==> src/rtl/sprite_pkg.sv <==
// sprite_pkg
//   Shared constants and types for the sprite plotter: visible screen bounds,
//   default sprite edge length, field (erase) colour, the 3-bit colour type and
//   the render FSM state encoding.
//   Optional build macro used by the plotter: SPRITE_SKIP_UNCHANGED_EN.
package sprite_pkg;

  localparam int         SCREEN_W    = 160;
  localparam int         SCREEN_H    = 120;
  localparam int         SPRITE_SIZE = 5;
  localparam logic [2:0] BG_COLOUR   = 3'b010;

  typedef logic [2:0] colour_t;

  typedef enum logic [1:0] {
    ST_IDLE  = 2'd0,
    ST_ERASE = 2'd1,
    ST_DRAW  = 2'd2,
    ST_FIN   = 2'd3
  } sprite_state_e;

endpackage

==> src/rtl/sprite_scan_counter.sv <==
// sprite_scan_counter
//   Raster counter over a SIZE x SIZE square: dx is the inner index, dy the
//   outer one. Wraps back to (0,0) after the last pixel so consecutive phases
//   start clean even without an explicit clear.
// Ports:
//   clk_i   in   clock
//   rst_ni  in   synchronous active-low reset
//   clr_i   in   force both indices to zero (has priority over en_i)
//   en_i    in   advance one pixel
//   dx_o    out  column offset inside the square
//   dy_o    out  row offset inside the square
//   last_o  out  high while pointing at the final pixel (SIZE-1, SIZE-1)
module sprite_scan_counter #(
  parameter int SIZE = 5,
  parameter int CW   = $clog2(SIZE + 1)
) (
  input  logic          clk_i,
  input  logic          rst_ni,
  input  logic          clr_i,
  input  logic          en_i,
  output logic [CW-1:0] dx_o,
  output logic [CW-1:0] dy_o,
  output logic          last_o
);

  localparam logic [CW-1:0] LAST_IDX = CW'(SIZE - 1);

  logic [CW-1:0] dx_q, dx_d;
  logic [CW-1:0] dy_q, dy_d;

  always_comb begin
    dx_d = dx_q;
    dy_d = dy_q;
    if (clr_i) begin
      dx_d = '0;
      dy_d = '0;
    end else if (en_i) begin
      if (dx_q == LAST_IDX) begin
        dx_d = '0;
        dy_d = (dy_q == LAST_IDX) ? '0 : dy_q + 1'b1;
      end else begin
        dx_d = dx_q + 1'b1;
      end
    end
  end

  always_ff @(posedge clk_i) begin
    if (!rst_ni) begin
      dx_q <= '0;
      dy_q <= '0;
    end else begin
      dx_q <= dx_d;
      dy_q <= dy_d;
    end
  end

  assign dx_o   = dx_q;
  assign dy_o   = dy_q;
  assign last_o = (dx_q == LAST_IDX) && (dy_q == LAST_IDX);

endmodule

==> src/rtl/sprite_plotter.sv <==
// sprite_plotter
//   Renders one player's square sprite into the VGA adapter's pixel-write
//   port. Each accepted request first erases the square at the previously
//   drawn position (field colour), then draws the square at the new position
//   in the player colour, one pixel per cycle. Off-screen pixels still take
//   their cycle but are not written.
//   Optional build macro SPRITE_SKIP_UNCHANGED_EN: when defined, a request
//   with the same position and colour as the last render finishes at once
//   without writing any pixel.
// Ports:
//   clock       in   system clock
//   resetn      in   synchronous active-low reset
//   start       in   render request (looked at only while idle)
//   xPos_in     in   new sprite top-left x
//   yPos_in     in   new sprite top-left y
//   colour_in   in   player colour
//   vga_x       out  pixel x
//   vga_y       out  pixel y
//   vga_colour  out  pixel colour
//   plot        out  pixel write enable, one pixel per high cycle
//   busy        out  render in progress
//   done        out  one-cycle completion pulse
//   state_dbg   out  current FSM state (observation only)
//
// Handshake: start is sampled only in IDLE; an accepted start raises busy on
// the next cycle and the inputs are latched, so later changes on start or
// the position/colour inputs have no effect until the render completes.
// done pulses for exactly one cycle in which busy has already dropped; start
// seen during that final FIN cycle is ignored, it is accepted from IDLE on
// the following cycle. Requests are never queued.
module sprite_plotter #(
  parameter int         SIZE      = sprite_pkg::SPRITE_SIZE,
  parameter logic [2:0] BG_COLOUR = sprite_pkg::BG_COLOUR,
  parameter int         SCREEN_W  = sprite_pkg::SCREEN_W,
  parameter int         SCREEN_H  = sprite_pkg::SCREEN_H
) (
  input  logic                      clock,
  input  logic                      resetn,
  input  logic                      start,
  input  logic [7:0]                xPos_in,
  input  logic [6:0]                yPos_in,
  input  sprite_pkg::colour_t       colour_in,
  output logic [7:0]                vga_x,
  output logic [6:0]                vga_y,
  output sprite_pkg::colour_t       vga_colour,
  output logic                      plot,
  output logic                      busy,
  output logic                      done,
  output sprite_pkg::sprite_state_e state_dbg
);

  import sprite_pkg::*;

  localparam int CW = $clog2(SIZE + 1);

  sprite_state_e state_q;
  logic [7:0]    new_x_q, old_x_q;
  logic [6:0]    new_y_q, old_y_q;
  colour_t       colour_q;
  logic          old_valid_q;
`ifdef SPRITE_SKIP_UNCHANGED_EN
  colour_t       old_colour_q;
`endif

  logic [7:0]    vga_x_q;
  logic [6:0]    vga_y_q;
  colour_t       vga_colour_q;
  logic          plot_q, busy_q, done_q;

  logic [CW-1:0] dx, dy;
  logic          scan_last;
  logic          scanning;

  assign scanning = (state_q == ST_ERASE) || (state_q == ST_DRAW);

  // Counter runs only while a phase is scanning; it wraps on its own at the
  // ERASE->DRAW boundary and is held clear everywhere else.
  sprite_scan_counter #(
    .SIZE (SIZE),
    .CW   (CW)
  ) u_scan (
    .clk_i  (clock),
    .rst_ni (resetn),
    .clr_i  (!scanning),
    .en_i   (scanning),
    .dx_o   (dx),
    .dy_o   (dy),
    .last_o (scan_last)
  );

  // Pixel address: sums carry one extra bit so a carry out is also clipped.
  logic [7:0] base_x;
  logic [6:0] base_y;
  logic [8:0] sum_x;
  logic [7:0] sum_y;
  logic       in_view;
  colour_t    pix_colour;

  assign base_x     = (state_q == ST_ERASE) ? old_x_q : new_x_q;
  assign base_y     = (state_q == ST_ERASE) ? old_y_q : new_y_q;
  assign sum_x      = {1'b0, base_x} + 9'(dx);
  assign sum_y      = {1'b0, base_y} + 8'(dy);
  assign in_view    = (sum_x < 9'(SCREEN_W)) && (sum_y < 8'(SCREEN_H));
  assign pix_colour = (state_q == ST_ERASE) ? BG_COLOUR : colour_q;

  logic skip_req;
`ifdef SPRITE_SKIP_UNCHANGED_EN
  assign skip_req = old_valid_q && (xPos_in == old_x_q) &&
                    (yPos_in == old_y_q) && (colour_in == old_colour_q);
`else
  assign skip_req = 1'b0;
`endif

  always_ff @(posedge clock) begin
    if (!resetn) begin
      state_q      <= ST_IDLE;
      new_x_q      <= '0;
      new_y_q      <= '0;
      colour_q     <= '0;
      old_x_q      <= '0;
      old_y_q      <= '0;
      old_valid_q  <= 1'b0;
`ifdef SPRITE_SKIP_UNCHANGED_EN
      old_colour_q <= '0;
`endif
      vga_x_q      <= '0;
      vga_y_q      <= '0;
      vga_colour_q <= '0;
      plot_q       <= 1'b0;
      busy_q       <= 1'b0;
      done_q       <= 1'b0;
    end else begin
      plot_q <= 1'b0;
      done_q <= 1'b0;
      case (state_q)
        ST_IDLE: begin
          if (start) begin
            new_x_q  <= xPos_in;
            new_y_q  <= yPos_in;
            colour_q <= colour_in;
            busy_q   <= 1'b1;
            if (skip_req)         state_q <= ST_FIN;
            else if (old_valid_q) state_q <= ST_ERASE;
            else                  state_q <= ST_DRAW;
          end
        end
        ST_ERASE, ST_DRAW: begin
          vga_x_q      <= sum_x[7:0];
          vga_y_q      <= sum_y[6:0];
          vga_colour_q <= pix_colour;
          plot_q       <= in_view;
          if (scan_last) begin
            state_q <= (state_q == ST_ERASE) ? ST_DRAW : ST_FIN;
          end
        end
        ST_FIN: begin
          done_q       <= 1'b1;
          busy_q       <= 1'b0;
          old_x_q      <= new_x_q;
          old_y_q      <= new_y_q;
          old_valid_q  <= 1'b1;
`ifdef SPRITE_SKIP_UNCHANGED_EN
          old_colour_q <= colour_q;
`endif
          state_q      <= ST_IDLE;
        end
        default: state_q <= ST_IDLE;
      endcase
    end
  end

  assign vga_x      = vga_x_q;
  assign vga_y      = vga_y_q;
  assign vga_colour = vga_colour_q;
  assign plot       = plot_q;
  assign busy       = busy_q;
  assign done       = done_q;
  assign state_dbg  = state_q;

endmodule
==> config.mk <==
export PLATFORM = sky130hd
export DESIGN_NAME = sprite_plotter
export DESIGN_NICKNAME = d
export VERILOG_FILES = /design/src/rtl/sprite_pkg.sv /design/src/rtl/sprite_scan_counter.sv /design/src/rtl/sprite_plotter.sv
export SDC_FILE = /design/constraint.sdc
export NUM_CORES = 1
export LEC_CHECK = 0
export CORE_ASPECT_RATIO = 0.75
export CORE_MARGIN = 2
export CORE_UTILIZATION = 30
export CTS_CLUSTER_DIAMETER = 120
export DETAILED_ROUTE_END_ITERATION = 10
export GPL_TIMING_DRIVEN = 0
export PLACE_DENSITY = 0.5
export SYNTH_ARGS = -nofsm -noshare
export SYNTH_HDL_FRONTEND = slang
export SYNTH_HIERARCHICAL = 1
export SYNTH_SLANG_ARGS = --single-unit
==> constraint.sdc <==
create_clock -name clock -period 6.1 [get_ports clock]
set_clock_uncertainty 0.2 [all_clocks]
set_input_delay 1.22 -clock clock [delete_from_list [all_inputs] [get_ports clock]]
set_output_delay 1.22 -clock clock [all_outputs]
set_load 0.05 [all_outputs]
Figure 1. Placement by cell class.
The bar under the picture is 20 um long.
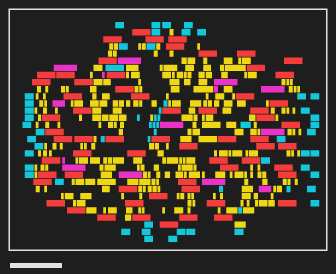
- remaining buffers and delay cells: cyan (cells 59)
- combinational and other logic: yellow (cells 261)
- clock drivers and dummy loads: magenta (cells 14)
- sequential cells: red (cells 63)

Figure 2. Clock network drawn from the DEF.
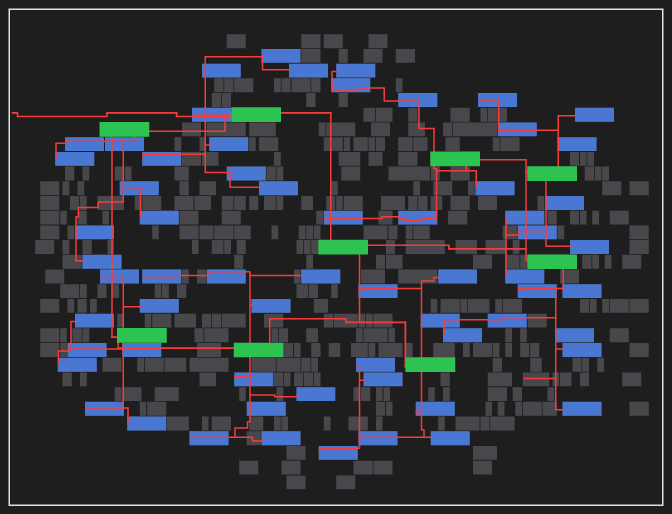
- flip-flops: blue (count 63)
- clock wires: red (length 929 um)
- clock drivers: green (count 9)
- routed clock nets: 10
- flops lie: all over the die

Figure 3. Cells by drive strength.
The bar under the picture is 20 um long.
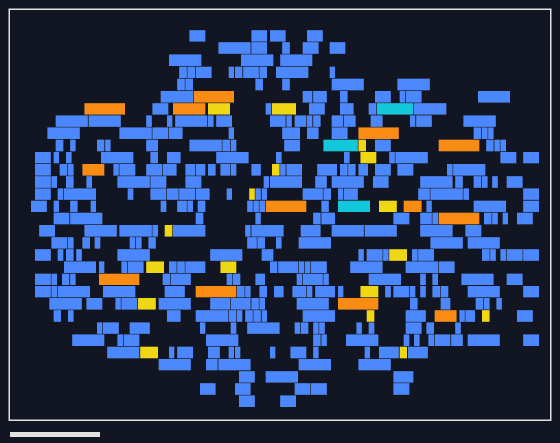
- _3 and _4 cells: cyan (cells 3; share 0.76%)
- _2 cells: yellow (cells 17; share 4.3%; most used mux2_2)
- _6 and larger: orange (cells 13; share 3.3%; most used clkbuf_16)
- _0 and _1 cells: blue (cells 364; share 92%; most used dfxtp_1)

Figure 4. Clock routing.
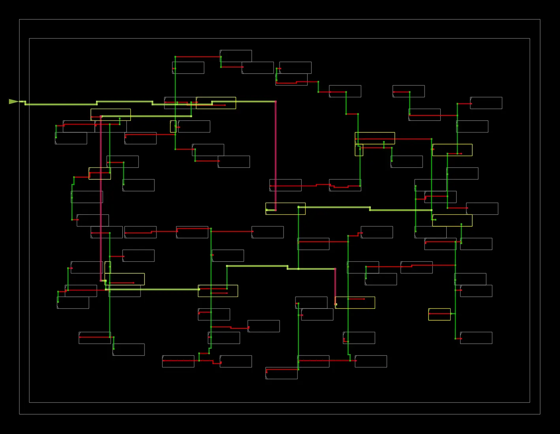
number of buffers added by the clock tree synthesis step: 9
clock net sink count: 63
flop count: 63
worst skew pair latency: 0.33 ns

Figure 5. Ports around the boundary.
Pins as bars across the die edge, other pins in grey.
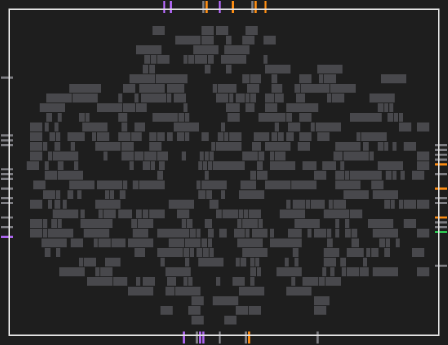
- vga_x: orange (pins 8; direction output; edge 4 top, 3 right, 1 bottom)
- start: green (pins 1; direction input; edge right)
- vga_y: purple (pins 7; direction output; edge 3 bottom, 3 top, 1 left)
- all pins by edge: 14 right, 13 left, 9 top, 8 bottom

==> critical path, delay by kind of cell (launching register included) <==
family,cells,cell delay (ns)
AND-OR/OR-AND,3,0.97
adder cells (fa/ha/maj),3,0.85
buffers and inverters,3,0.60
flip-flops,1,0.41
multiplexers,1,0.38
AND/OR/NAND/NOR,1,0.10
==> worst paths after layout <==
check,startpoint,end,cells after the start
worst max register to register,state_dbg[0],plot,11
worst max-delay path,state_dbg[0],plot,11
worst min-delay path,colour_q[0],colour_q[0],2
worst min register to register,colour_q[0],colour_q[0],2
==> power groups by stage <==
stage / clock, mW / sequential [mW] / combinational (mW)
after global routing: 0.493 / 0.527 / 0.605
after CTS: 0.475 / 0.519 / 0.562
after detailed placement: 0 / 0.527 / 0.561
after floorplan: 0 / 0.623 / 0.289
final: 0.460 / 0.517 / 0.556
after global placement: 0 / 0.525 / 0.556
==> cells in the mapped netlist (all sizes together) <==
cell and instances:
nor4bb 1, nor2 42, mux2 7, nand2b 2
a211oi 8, nor4 1, a21oi 34, a222oi 1
xor2 6, fa 2, ha 16, buf 9
a21o 1, a2111oi 2, and3 2, clkinv 1
or3 2, nor3 1, o21ai 10, nand3 14
nor2b 2, a22oi 2, dfxtp 63, and2 2
a22o 1, nand2 50, nand3b 4, clkbuf 7
a31oi 1, xnor2 3, o21a 1, mux2i 33
inv 9
==> routing by layer <==
layer / GRT usage [%] / routed length, um / vias to the layer above / share of wire, %
met3: 4.90 / 441 / 6 / 5.7
li1: - / - / 1277 / -
met2: 22.2 / 3300 / 52 / 43
met5: 0 / 0 / - / 0
met1: 20.2 / 3870 / 1122 / 50
met4: 4.65 / 71 / 0 / 0.92
==> reports/highlights.md <==
Outcome
* **outcome** finished clean

Critical path
* **reg-to-reg setup timing slack** 2.43 ns
* **CP required** 6.09 ns
* **biggest cell delay along the critical path** 0.57 ns
* **crit path DAT** 3.65 ns
* **cell repeated most along the worst path** ha_1
* **critical path's slowest cell** a2111oi_1

Final timing
* **worst slack on hold paths** 0.257 ns
* **share of the clock period used by the worst path after layout** 60.1%
* **Setup TNS Final** 0 ns
* **Final Max Tran Viols** 0
* **setup violators final** 0
* **time the final worst path needs with I/O delays and setup** 3.67 ns
* **unrepaired setup endpoints after global routing** no

Synth
* **mux share of post-synthesis cell area** 13.9%
* **compound-gate portion of the synthesized area** 12.2%
* **yosys stat chip area** 3060 um^2
* **post-synthesis share of cell area spent on full adders, half adders and majority gates** 7.85%
* **fraction of synthesized cell area in xor and xnor cells** 2.58%
* **Synth Cell Area** 3060 um^2
* **Synth area leaders** dfxtp_1 (41%), mux2i_1 (10%), ha_1 (6.5%)
* **Netlist cell types** 44
* **post-synthesis share of cell area spent on and, or, nand and nor gates** 18.0%
* **ys flops** 63
* **total of warnings raised by yosys** 6

Finish
* **share of final-layout standard cells stronger than drive strength 1** 8.31%
* **buffers outside the clock class** 59
* **area taken by multi-input logic gates** 1670 um^2
* **Storage cell area** 1260 um^2
* **proportion of cell area occupied by registers** 32.2%
* **number of standard cells in the final layout excluding fillers** 529
* **number of diodes** 0
* **number of filler cells placed in the layout** 1029
* **post-layout util** 40.1%

Die
* **Die Y-Extent** 91.5 um
* **I/O pin total** 44
* **total die size** 11000 um^2
* **Std-Cell Core Area** 9770 um^2

Routing
* **total via count in the routed design** 2457
* **DRC violation total after the first TritonRoute iteration** 102
* **Antenna Violating Nets Remaining** 0
* **drt first pass iters** 5
* **WL per Instance** 14.5 um
* **drt drc** 0
* **vias per cell** 4.64

Global routing
* **grt ovf** 0
* **maximum number of pins on one net before global-route repair** 12
* **initial antenna violation count** 0

Clock tree
* **post-CTS setup-driven buffer insertion count** 0
* **Max clock buf depth** 2

Power and ir drop
* **power density over cell area** 391 nW/um^2
* **switching share of power** 36.9%

Placement
* **worst-case setup slack after placement** 2.38 ns
* **GP Congestion** 0.777
* **Port Buf Inserts** 43

Flow run
* **count of warning messages emitted by the tools** 33
* **max-cap check violation count** 0

No activity file was given, so power comes from the tool's default toggle rates.
